Figure 1. Routed clock nets over the placement (run 1).
Scale: 4 px per µm.
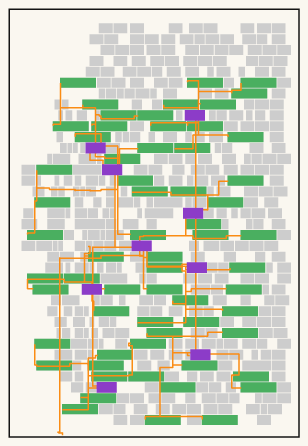
Figure 2. Clock nets (run 1).
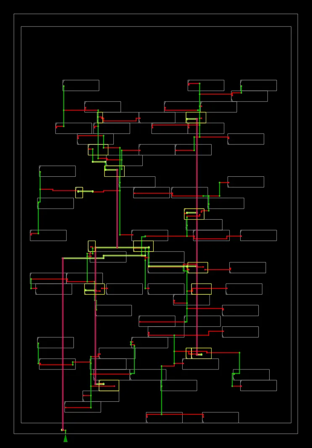
Figure 3. Metal 2 (run 1).
Scale: 4 px per µm.
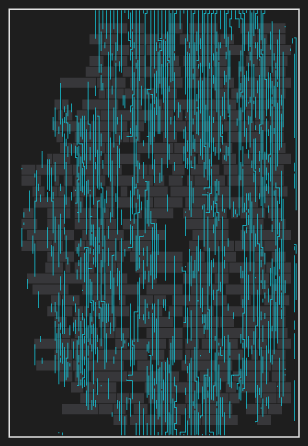
**config.mk**
```make
export PLATFORM = sky130hd
export DESIGN_NAME = ram_arbiter
export DESIGN_NICKNAME = d
export VERILOG_FILES = /design/src/rtl/ram_arbiter.sv
export SDC_FILE = /design/constraint.sdc
export NUM_CORES = 1
export LEC_CHECK = 0
export CORE_ASPECT_RATIO = 1.5
export CORE_MARGIN = 1.5
export CORE_UTILIZATION = 44
export CTS_CLUSTER_SIZE = 16
export DETAILED_ROUTE_END_ITERATION = 16
export GPL_TIMING_DRIVEN = 0
export PLACE_DENSITY = 0.84
export SYNTH_ARGS = -nofsm -noshare
export SYNTH_HDL_FRONTEND = slang
export SYNTH_SLANG_ARGS = --single-unit
```
**constraint.sdc**
```tcl
create_clock -name clk -period 3.1 [get_ports clk]
set_input_delay 0.465 -clock clk [delete_from_list [all_inputs] [get_ports clk]]
set_output_delay 0.465 -clock clk [all_outputs]
set_load 0.01 [all_outputs]
```
**src/rtl/ram_arbiter.sv**
```systemverilog
`default_nettype none
// ============================================================================
// Module      : ram_arbiter
// Description : Three-way (loader / video DMA / CPU) single-port RAM arbiter
//               with DMA anti-starvation, bounded wait and shared read data.
// Revision    : 1.0 - initial release
// ============================================================================
module ram_arbiter #(
  parameter int ADDR_W    = 25,
  parameter int DMA_BURST = 8,
  parameter int TIMEOUT   = 63
) (
  input  logic              clk,
  input  logic              reset_n,
  input  logic              ldr_req,
  input  logic [ADDR_W-1:0] ldr_addr,
  input  logic [7:0]        ldr_din,
  output logic              ldr_ack,
  input  logic              dma_req,
  input  logic [ADDR_W-1:0] dma_addr,
  output logic              dma_ack,
  input  logic              cpu_req,
  input  logic              cpu_we,
  input  logic [ADDR_W-1:0] cpu_addr,
  input  logic [7:0]        cpu_din,
  output logic              cpu_ack,
  output logic [7:0]        rdata,
  output logic [ADDR_W-1:0] mem_addr,
  output logic [7:0]        mem_din,
  output logic              mem_we,
  output logic              mem_rd,
  input  logic [7:0]        mem_dout,
  input  logic              mem_ack,
  output logic              busy,
  output logic              timeout_err
);

  localparam int RUN_W  = $clog2(DMA_BURST + 1);
  localparam int WAIT_W = $clog2(TIMEOUT + 1);

  localparam logic [RUN_W-1:0]  C_RUN_MAX   = RUN_W'(DMA_BURST);
  localparam logic [WAIT_W-1:0] C_WAIT_LAST = WAIT_W'(TIMEOUT - 1);

  localparam logic [1:0] C_GNT_LDR = 2'd0;
  localparam logic [1:0] C_GNT_DMA = 2'd1;
  localparam logic [1:0] C_GNT_CPU = 2'd2;

  typedef enum logic [1:0] {
    S_IDLE  = 2'd0,
    S_ISSUE = 2'd1,
    S_WAIT  = 2'd2,
    S_DONE  = 2'd3
  } state_t;

  state_t            r_state;
  logic [1:0]        r_gnt;
  logic              r_we;
  logic [RUN_W-1:0]  r_dma_run;
  logic [WAIT_W-1:0] r_wait_cnt;

  logic w_cpu_turn;
  logic w_timed_out;
  logic w_finish;

  // After a full DMA burst with the CPU waiting, the CPU jumps ahead of DMA.
  assign w_cpu_turn  = cpu_req && (r_dma_run == C_RUN_MAX);
  assign w_timed_out = !mem_ack && (r_wait_cnt == C_WAIT_LAST);
  assign w_finish    = mem_ack || w_timed_out;
  assign busy        = (r_state != S_IDLE);

  always_ff @(posedge clk or negedge reset_n) begin
    if (!reset_n) begin
      r_state     <= S_IDLE;
      r_gnt       <= C_GNT_LDR;
      r_we        <= 1'b0;
      r_dma_run   <= '0;
      r_wait_cnt  <= '0;
      ldr_ack     <= 1'b0;
      dma_ack     <= 1'b0;
      cpu_ack     <= 1'b0;
      rdata       <= 8'h00;
      mem_addr    <= '0;
      mem_din     <= 8'h00;
      mem_we      <= 1'b0;
      mem_rd      <= 1'b0;
      timeout_err <= 1'b0;
    end else begin
      ldr_ack <= 1'b0;
      dma_ack <= 1'b0;
      cpu_ack <= 1'b0;
      case (r_state)
        S_IDLE: begin
          if (!cpu_req) r_dma_run <= '0;
          if (ldr_req) begin
            r_gnt    <= C_GNT_LDR;
            r_we     <= 1'b1;
            mem_addr <= ldr_addr;
            mem_din  <= ldr_din;
            mem_we   <= 1'b1;
            r_state  <= S_ISSUE;
          end else if (dma_req && !w_cpu_turn) begin
            r_gnt    <= C_GNT_DMA;
            r_we     <= 1'b0;
            mem_addr <= dma_addr;
            mem_din  <= 8'h00;
            mem_rd   <= 1'b1;
            r_state  <= S_ISSUE;
            if (cpu_req && (r_dma_run != C_RUN_MAX)) r_dma_run <= r_dma_run + 1'b1;
          end else if (cpu_req) begin
            r_gnt     <= C_GNT_CPU;
            r_we      <= cpu_we;
            mem_addr  <= cpu_addr;
            mem_din   <= cpu_din;
            mem_we    <= cpu_we;
            mem_rd    <= !cpu_we;
            r_dma_run <= '0;
            r_state   <= S_ISSUE;
          end
        end
        S_ISSUE: begin
          mem_we     <= 1'b0;
          mem_rd     <= 1'b0;
          r_wait_cnt <= '0;
          r_state    <= S_WAIT;
        end
        S_WAIT: begin
          if (w_finish) begin
            // The ack is raised on entry to DONE so it is visible for exactly that cycle.
            ldr_ack <= (r_gnt == C_GNT_LDR);
            dma_ack <= (r_gnt == C_GNT_DMA);
            cpu_ack <= (r_gnt == C_GNT_CPU);
            r_state <= S_DONE;
            if (mem_ack) begin
              if (!r_we) rdata <= mem_dout;
            end else begin
              if (!r_we) rdata <= 8'hFF;
              timeout_err <= 1'b1;
            end
          end else begin
            r_wait_cnt <= r_wait_cnt + 1'b1;
          end
        end
        S_DONE: begin
          r_state <= S_IDLE;
        end
        default: begin
          r_state <= S_IDLE;
        end
      endcase
    end
  end

endmodule
`default_nettype wire

```
==> run notes, run 1 <==
Entry: Yosys synthesis followed by OpenROAD place and route.

Global route:
- In the global route stage, met2 resource usage came out at 0.466.
- The run puts the final global-route overflow total at 0.
- met2 is the most crowded layer.
- The global routing report lists combined usage of all routing layers as 0.260.

Critical path:
- The run puts the maximum cell stage delay along the critical path at 0.53 ns.
- Per the timing report, the biggest fanout along the worst path comes to 10.
- The run puts the cell count along the critical path at 5.
- On the critical path, the stage with the largest delay is an instance of sky130_fd_sc_hd__clkdlybuf4s50_1.

Run:
- The run gives the tally of OpenROAD warnings as 30.

Final layout:
- The register with the most flip-flops in the layout has 25 of them.
- In the layout the commonest cells are 150 x sky130_fd_sc_hd__clkdlybuf4s50_1, 62 x sky130_fd_sc_hd__dfrtp_1, 27 x sky130_fd_sc_hd__a22oi_1, 26 x sky130_fd_sc_hd__mux2i_1.
- The run puts the fraction of final layout cells with drive strength greater than 1 at 0.0977.
- The run gives the count of fill cells added during filler insertion as 513.
- The run gives the multi-input logic area as 1410 µm².
- The run gives the final antenna diode count as 0.

STA:
- The run puts the worst slew margin relative to its limit at 0.531.
- The run gives the fmax as 453 MHz.

Floorplan:
- After floorplanning, the core was sized to cover 6900 µm².

Placed design:
- The count of buffers added on input and output ports is 151.
- The run puts the half-perimeter wire length after placement at 7540 µm.

Clocking:
- The run gives the cell at the root of the clock tree as sky130_fd_sc_hd__clkbuf_8.
- In this run the post-CTS setup repair buffer count came out at 0.
- After clock tree synthesis, the repair step resized 0 gates.
- TritonCTS built the clock tree.

Yosys:
- The run gives the share of the synthesized area in the top cell type as 0.493.
- The run puts the mapped cell area at 3150 µm².
- The run gives the area fraction in compound gates after synthesis as 0.236.
- The run gives the multiplexer fraction of the synthesized cell area as 0.0863.
- The run gives the sequential share of the synthesized area as 0.493.
- Per the post-synthesis report, the nets total 387.
- The synthesis run shows the most used standard cells to be 62 x sky130_fd_sc_hd__dfrtp_1, 27 x sky130_fd_sc_hd__a22oi_1, 26 x sky130_fd_sc_hd__mux2i_1.
- The run puts the number of synthesized register bits at 62.

Detailed routing:
- The run puts the routed length per instance at 18.9 µm.
- The run gives the top routing layer in use as met4.
- The run gives the routed length on met3 as 714 µm.
- The run puts the sum of met2 wire segment lengths after detailed routing at 5160 µm.

Run status:
- The run finished with clean final reports.
Back to the opening pictures, Figure 1:
[clock wires] orange | length: 823 µm
[clock drivers] purple | count: 9
[flip-flops] green | count: 62
flops lie: widely spread
routed clock nets: 10
clk pwr: 600 µW
fraction of power consumed by the clock network: 0.156
Worst Skew: 0.0125 ns
clock insertion delay at the later pin of the skew report: 0.35 ns

Back to the opening pictures, Figure 2:
number of clock buffer instances in the layout: 12
number of buffers added by the clock tree synthesis step: 9
Sinks on Clock Net: 62
number of flip-flops and latches: 62

Back to the opening pictures, Figure 3:
wire length on this layer: 5160 µm
main direction: vertical
share of all routed wire: 53%
vias post-DR: 2897
final WL: 9780 µm

==> run 1: how the worst max path moves through the flow <==
| stage | from | to | slack (ns) |
|---|---|---|---|
| 6_report | r_state[0]$_DFFE_PN0P_ | busy | 0.89 |
| 5_1_grt | r_state[0]$_DFFE_PN0P_ | busy | 0.80 |
| 4_1_cts | r_state[0]$_DFFE_PN0P_ | busy | 0.88 |
| 3_5_place_dp | ldr_req | mem_addr[2]$_DFFE_PN0P_ | 0.89 |
| 3_3_place_gp | reset_n | mem_addr[16]$_DFFE_PN0P_ | -0.43 |
| 2_1_floorplan | r_state[0]$_DFFE_PN0P_ | r_state[1]$_DFFE_PN0P_ | 1.47 |
==> run 1: where the power goes <==
| group | internal [µW] | switching, µW | total [µW] | leakage (µW) |
|---|---|---|---|---|
| registers | 1150 | 212 | 1360 | 0.000779 |
| clock network | 301 | 300 | 600 | 0.0000821 |
| logic | 1040 | 847 | 1890 | 0.00134 |
| total | 2490 | 1360 | 3850 | 0.00220 |
==> run 1: final cells by class <==
cell class              count  area share
inverters                  10     0.00762
clock buffers              12      0.0295
repair buffers            152       0.310
clock inverters             2     0.00203
plain buffers              17      0.0310
well taps                  78      0.0198
flip-flops and latches     62       0.315
multi-input cells         185       0.285
==> run 1: per-stage QoR <==
| step | setup WS, ns | TNS, ns | hold slack (ns) | instances |
|---|---|---|---|---|
| after floorplan | 1.47 | 0 | 0.169 | 274 |
| after global placement | -0.426 | -26.18 | 0.441 | 503 |
| after detailed placement | 0.888 | 0 | 0.452 | 504 |
| after CTS | 0.879 | 0 | 0.181 | 518 |
| after global routing | 0.800 | 0 | 0.210 | 518 |
| final | 0.894 | 0 | 0.160 | 518 |
Figure 4. Placed cells, one colour a class (run 1).
Scale: 4 px per µm. Fill, decap, tap and diode cells in grey.
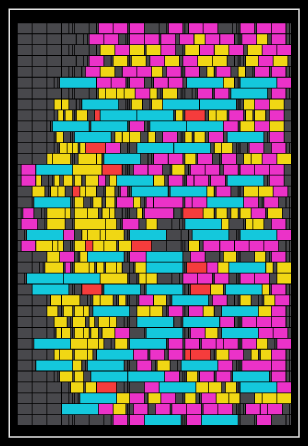

==> run 2, diff against run 1 <==
Settings changed: CORE_UTILIZATION 44 to 37, PLACE_DENSITY 0.84 to 0.75.
Clock period 3.1 ns to 1.95 ns, I/O delays scaled along.
Figure 5. Placed cells, one colour a class (run 2).
Scale: 3 px per µm. Fill, decap, tap and diode cells in grey.
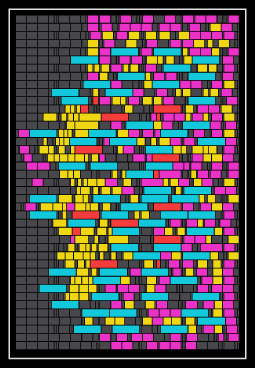
| class | colour | cells |
|---|---|---|
| remaining buffers and delay cells | magenta | 169 |
| combinational and other logic | yellow | 195 |
| sequential cells | cyan | 62 |
| clock drivers and dummy loads | red | 15 |
sequential share of cell area: 0.306
Core Util, Final: 0.609
core area: 8310 µm²
# rows: 41

Figure 6. Port wiring (run 2).
Scale: 3 px per µm.
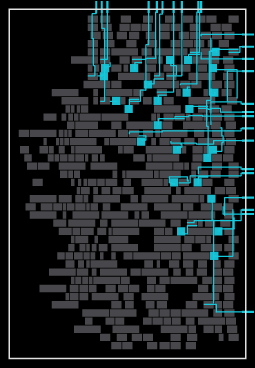
| port | colour | bits | direction | edge | end cells | buffers | wire |
|---|---|---|---|---|---|---|---|
| ldr_addr | cyan | 25 | input | 15 east, 10 north | 25 | 25 | 817 µm |
number of placed I/O pins: 154
count of port buffers added during placement: 151

==> run notes, run 2 <==
Entry: Yosys synthesis followed by OpenROAD place and route.

Run status:
- The run finished with clean final reports.

Power and ir drop:
- The cell-internal power was 4330 µW (+74%).
- The run puts the combinational gate power at 3000 µW (+59%).
- The portion of total power attributed to combinational logic is 0.458 (-0.033).
- The total sequential power is 2160 µW (+59%).
- In the power breakdown, the biggest contributor is combinational logic.
- The run gives the net switching power of the design as 2210 µW (+63%).
- The switching fraction of total power was 0.339 (-0.0142).
- The power share of the sequential group came to 0.330 (-0.023).

Global route:
- The overall fraction of global-route tracks in use came to 0.209 (-0.0503).
- Per the GRT log, the top usage layer is met2.
- The run gives the final global-route overflow total as 0 (unchanged).
- The run puts the met2 usage in global routing at 0.377 (-0.0895).

Run:
- The tally of OpenROAD warnings is 30 (unchanged).

Clocking:
- The run gives the TritonCTS buffer count as 9 (unchanged).
- The run gives the number of clock sinks as 62 (unchanged).
- The run gives the CTS tree as yes.
- The post-CTS setup buffer count was 0 (unchanged).
- The root buffer cell chosen for the clock tree is sky130_fd_sc_hd__clkbuf_16.
- The run puts the number of gates resized after cts at 1 (+1).

Yosys:
- The number of synthesized register bits came to 62 (unchanged).
- The sequential share of the synthesized area is 0.493 (unchanged).
- Yosys reports that the most numerous cell types are 62 x sky130_fd_sc_hd__dfrtp_1, 27 x sky130_fd_sc_hd__a22oi_1, 26 x sky130_fd_sc_hd__mux2i_1.
- The run puts the share of the synthesized area in the top cell type at 0.493 (unchanged).
- The run gives the net count entering floorplan as 387 (unchanged).

Placed design:
- The run gives the half-perimeter wire length after placement as 7340 µm (-2.8%).

Detailed routing:
- The run gives the routed length per instance as 17.5 µm (-7.5%).
- The run puts the number of vias in the routed layout at 2874 (-0.79%).
- The sum of met2 wire segment lengths after detailed routing was 5050 µm (-2.1%).
- The run puts the routed length on met3 at 587 µm (-18%).

Final layout:
- Leaving out fill and tap cells, the most frequent cells in the layout are 149 x sky130_fd_sc_hd__clkdlybuf4s50_1, 62 x sky130_fd_sc_hd__dfrtp_1, 27 x sky130_fd_sc_hd__a22oi_1, 26 x sky130_fd_sc_hd__mux2i_1.
- The fraction of final layout cells with drive strength greater than 1 is 0.0998 (+0.00205).
- The run gives the count of fill cells added during filler insertion as 691 (+35%).
- The run gives the flip-flop count of the largest register, all copies and words added as 25 (unchanged).

Critical path:
- The run gives the cell count along the critical path as 7 (+2).
- The run gives the maximum cell stage delay along the critical path as 0.36 ns (-0.17 ns).
- The run gives the slowest cell on the critical path as sky130_fd_sc_hd__dfrtp_1.
- The run puts the largest driver fanout on the critical path at 10 (unchanged).

STA:
- The run gives the hold slack as 0.0839 ns (-0.0766 ns).
- The run puts the worst slew margin relative to its limit at 0.425 (-0.106).
- The run gives the fmax as 551 MHz.
Figure 7. Routed clock nets over the placement (run 2).
Scale: 4 px per µm.
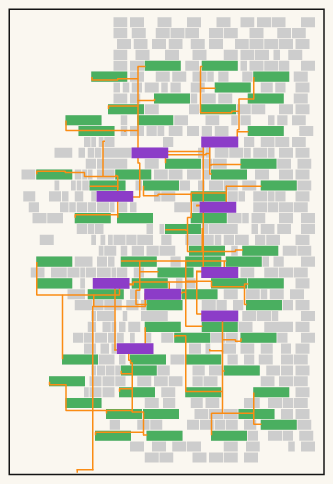
[clock wires] orange | length: 817 µm
[flip-flops] green | count: 62
[clock drivers] purple | count: 9
routed clock nets: 10
clk pwr: 1390 µW
Worst Skew: 0.00752 ns
fraction of power consumed by the clock network: 0.212
clock insertion delay at the later pin of the skew report: 0.32 ns

-- run 2: cell families (layout without fill, tap and decap cells) --
kind of cell	Yosys count	count (layout)	share of synthesized area
compound gates	104	104	0.236
flops	62	62	0.493
mux	27	27	0.0863
fa+ha+maj	7	7	0.0278
simple gates	43	43	0.0851
buf+inv	27	194	0.0604
xor+xnor	4	4	0.0111
-- run 2: per-stage QoR --
stage | instances | setup slack, ns | power, µW
3_5_place_dp | 533 | -0.0508 | 5190
3_3_place_gp | 532 | -1.45 | 5080
6_report | 548 | 0.134 | 6540
5_1_grt | 548 | 0.0213 | 6960
4_1_cts | 548 | 0.117 | 6590
2_1_floorplan | 274 | 0.316 | 3640
-- run 2: worst max-delay path by stage --
| stage | startpoint | end | slack [ns] |
|---|---|---|---|
| 2_1_floorplan | r_state[0]$_DFFE_PN0P_ | r_state[1]$_DFFE_PN0P_ | 0.32 |
| 3_3_place_gp | reset_n | r_dma_run[3]$_DFFE_PN0P_ | -1.45 |
| 3_5_place_dp | ldr_req | mem_addr[3]$_DFFE_PN0P_ | -0.05 |
| 4_1_cts | r_state[0]$_DFFE_PN0P_ | mem_addr[3]$_DFFE_PN0P_ | 0.12 |
| 5_1_grt | r_state[0]$_DFFE_PN0P_ | mem_addr[3]$_DFFE_PN0P_ | 0.02 |
| 6_report | r_state[0]$_DFFE_PN0P_ | mem_addr[3]$_DFFE_PN0P_ | 0.13 |
-- run 2: layout make-up --
cell class,instances,area (µm²),area share
Tap cell,107,134,0.0264
Inverter,10,37.5,0.00741
Timing Repair Buffer,152,1530,0.301
Multi-Input combinational cell,185,1410,0.277
Sequential cell,62,1550,0.306
Buffer,17,153,0.0301
Clock inverter,4,25.0,0.00494
Clock buffer,11,233,0.0460
Figure 8. Clock nets (run 2).
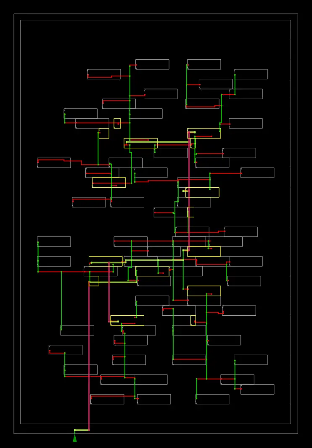

==> run 3, diff against run 2 <==
Settings changed: MAX_ROUTING_LAYER set to met4, SKIP_LAST_GASP set to 1, SLEW_MARGIN set to 15.
Figure 9. Clock nets (run 3).
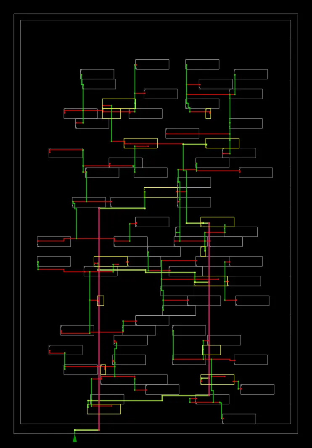
Worst Skew: 0.00900 ns
number of clock buffer instances in the layout: 14
clock insertion delay at the later pin of the skew report: 0.33 ns

Figure 10. Port wiring (run 3).
Scale: 3 px per µm.
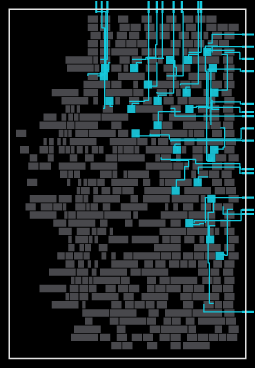
| port | colour | bits | direction | edge | end cells | buffers | wire |
|---|---|---|---|---|---|---|---|
| ldr_addr | cyan | 25 | input | 15 east, 10 north | 25 | 25 | 857 µm |

Figure 11. Routed clock nets over the placement (run 3).
Scale: 4 px per µm.
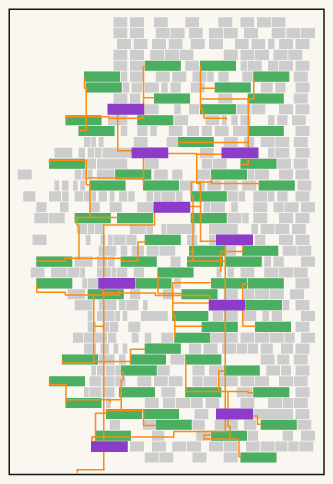
[flip-flops] green | count: 62
[clock wires] orange | length: 864 µm
[clock drivers] purple | count: 9
routed clock nets: 10
clk pwr: 1440 µW
fraction of power consumed by the clock network: 0.219

==> run notes, run 3 <==
Entry: Yosys synthesis followed by OpenROAD place and route.

Yosys:
- The net count entering floorplan came to 387 (unchanged).
- The synthesized netlist has a Yosys-reported chip area of 3150 µm².
- The synthesis run shows the most used standard cells to be 62 x sky130_fd_sc_hd__dfrtp_1, 27 x sky130_fd_sc_hd__a22oi_1, 26 x sky130_fd_sc_hd__mux2i_1.
- Summed over all instances, the cell type with the most area after synthesis is sky130_fd_sc_hd__dfrtp_1.
- The run gives the mapped cell area as 3150 µm².
- In the synthesized netlist the dominant register cell turns out to be sky130_fd_sc_hd__dfrtp_1.
- The number of synthesized register bits is 62 (unchanged).
- The run gives the mean cell area of the mapped netlist as 11.5 µm².
- Yosys attributes the largest share of cell area to sky130_fd_sc_hd__dfrtp_1 49%, sky130_fd_sc_hd__mux2i_1 8.3%, sky130_fd_sc_hd__a22oi_1 6.4%, sky130_fd_sc_hd__a21o_1 2.9%, sky130_fd_sc_hd__ha_1 2.8%.
- The run puts the number of library cell types mapped by synthesis at 46.
- The run gives the sequential share of the synthesized area as 0.493 (unchanged).
- The share of the synthesized area in the top cell type came to 0.493 (unchanged).

Clocking:
- The run puts the TritonCTS buffer count at 9 (unchanged).
- TritonCTS built the clock tree.
- CTS placed an instance of sky130_fd_sc_hd__clkbuf_16 at the clock tree root.
- The run gives the maximum count of clock buffers along a single path as 2.
- The number of clock sinks came to 62 (unchanged).

Final layout:
- In the layout the commonest cells are 149 x sky130_fd_sc_hd__clkdlybuf4s50_1, 62 x sky130_fd_sc_hd__dfrtp_1, 27 x sky130_fd_sc_hd__a22oi_1, 26 x sky130_fd_sc_hd__mux2i_1.
- The run gives the final antenna diode count as 0.
- The fraction of final layout cells with drive strength greater than 1 is 0.0973 (-0.00249).
- The run gives the multi-input logic area as 1410 µm² (unchanged).
- The run gives the count of fill cells added during filler insertion as 706 (+2.2%).
- The run puts the final net count at 551.
- The run gives the register cell area after layout as 1550 µm² (unchanged).
- The run gives the growth of design area from synthesis to finish as 61.9%.
- The run gives the final design utilization as 0.613 (+0.00376).
- The run gives the flip-flop count of the largest register, all copies and words added as 25 (unchanged).
- The run puts the final cell count without fillers at 549 (+0.18%).

Detailed routing:
- In the post-route report, total wirelength is listed as 9550 µm.
- After detailed routing, the number of vias per cell comes to 5.21.
- The run puts the routed length per instance at 17.4 µm (-0.49%).
- The run gives the number of vias in the routed layout as 2861 (-0.45%).
- The run gives the iteration-0 DRC count of the detailed router as 185.

STA:
- Setup repair after global routing left no endpoint under its margin.
- The hold slack is 0.290 ns (+0.206 ns).
- The run puts the fmax at 546 MHz (-0.76%).
- The run gives the worst slew margin relative to its limit as 0.663 (+0.238).
- The run puts the worst path setup slack after routing at 0.120 ns (-0.0140 ns).
- The run gives the final count of hold timing violations as 0.

Critical path:
- OpenSTA lists the critical path startpoint as r_state[0]$_DFFE_PN0P_.
- Following the worst setup path forward leads to its endpoint at mem_addr[3]$_DFFE_PN0P_.
- On the critical path, the stage with the largest delay is an instance of sky130_fd_sc_hd__dfrtp_1.
- For reference, the most critical setup path is categorized as flop to flop.
- The maximum cell stage delay along the critical path is 0.37 ns (about the same).
- The cell count along the critical path was 7 (unchanged).
- The run puts the largest driver fanout on the critical path at 10 (unchanged).

Placed design:
- The placed cell count is 533 (unchanged).
- The run gives the worst slack at placement as -0.0462 ns (+0.00464 ns).
- The run puts the count of input and output buffers at 151 (unchanged).
- The half-perimeter wire length after placement was 7400 µm (+0.87%).

Floorplan:
- The run puts the number of ports placed on the die boundary at 154 (unchanged).
- The run puts the core region area at 8310 µm² (unchanged).
- The floorplan step records an initial core utilization of 0.379.
- The number of rows created at floorplan is 41 (unchanged).

Power and ir drop:
- The total design power is 6590 µW (+0.74%).
- The worst-case IR drop observed on VDD is 0.000779 V.

Run:
- The tally of OpenROAD warnings came to 30 (unchanged).

Global route:
- The final global-route overflow total is 0 (unchanged).
- The overall fraction of global-route tracks in use is 0.223 (+0.0132).

Run status:
- The flow ran to the end, and the final reports show no timing, DRC or antenna violations.
run 3: cell families (layout without fill, tap and decap cells):
| family | count (synthesis) | after routing | share of synthesized area |
|---|---|---|---|
| adders and majority gates | 7 | 7 | 0.0278 |
| and+or+nand+nor | 43 | 43 | 0.0851 |
| DFF | 62 | 62 | 0.493 |
| buffers and inverters | 27 | 195 | 0.0604 |
| xor gates and xnor gates | 4 | 4 | 0.0111 |
| muxes | 27 | 27 | 0.0863 |
| AOI/OAI and AO/OA | 104 | 104 | 0.236 |
run 3: cell type report:
| cell class | count | share of cell area |
|---|---|---|
| flip-flops and latches | 62 | 0.305 |
| repair buffers | 153 | 0.303 |
| plain buffers | 17 | 0.0300 |
| clock buffers | 14 | 0.0518 |
| multi-input cells | 185 | 0.276 |
| well taps | 107 | 0.0263 |
| clock inverters | 1 | 0.000982 |
| inverters | 10 | 0.00737 |
run 3: routing by layer:
layer,vias up,track usage,share of wire
met5,-,-,0
met4,0,0.0821,0.014
met3,8,0.0614,0.073
met2,110,0.380,0.53
met1,1390,0.248,0.38
li1,1353,-,-
run 3: report_power, final:
group / internal [µW] / leakage (µW) / switching [µW]
clock: 920 / 0.000133 / 522
sequential: 1830 / 0.000779 / 329
combinational: 1660 / 0.00135 / 1330
run 3: what timing repair did:
action | 4_1_cts | 5_1_grt
setup endpoints to repair | 1 | 0
setup buffers | 0 | 0
hold buffers | 1 | 0
hold endpoints to repair | 18 | 0
gates resized | 1 | 0
run 3: per-stage QoR:
stage | TNS [ns] | cell area (µm²)
3_5_place_dp | -0.196 | 4820
6_report | 0 | 5090
2_1_floorplan | 0 | 3150
3_3_place_gp | -89.46 | 4790
4_1_cts | 0 | 5090
5_1_grt | 0 | 5090
Power figures rest on the tool's default switching activity, not on a simulated workload.
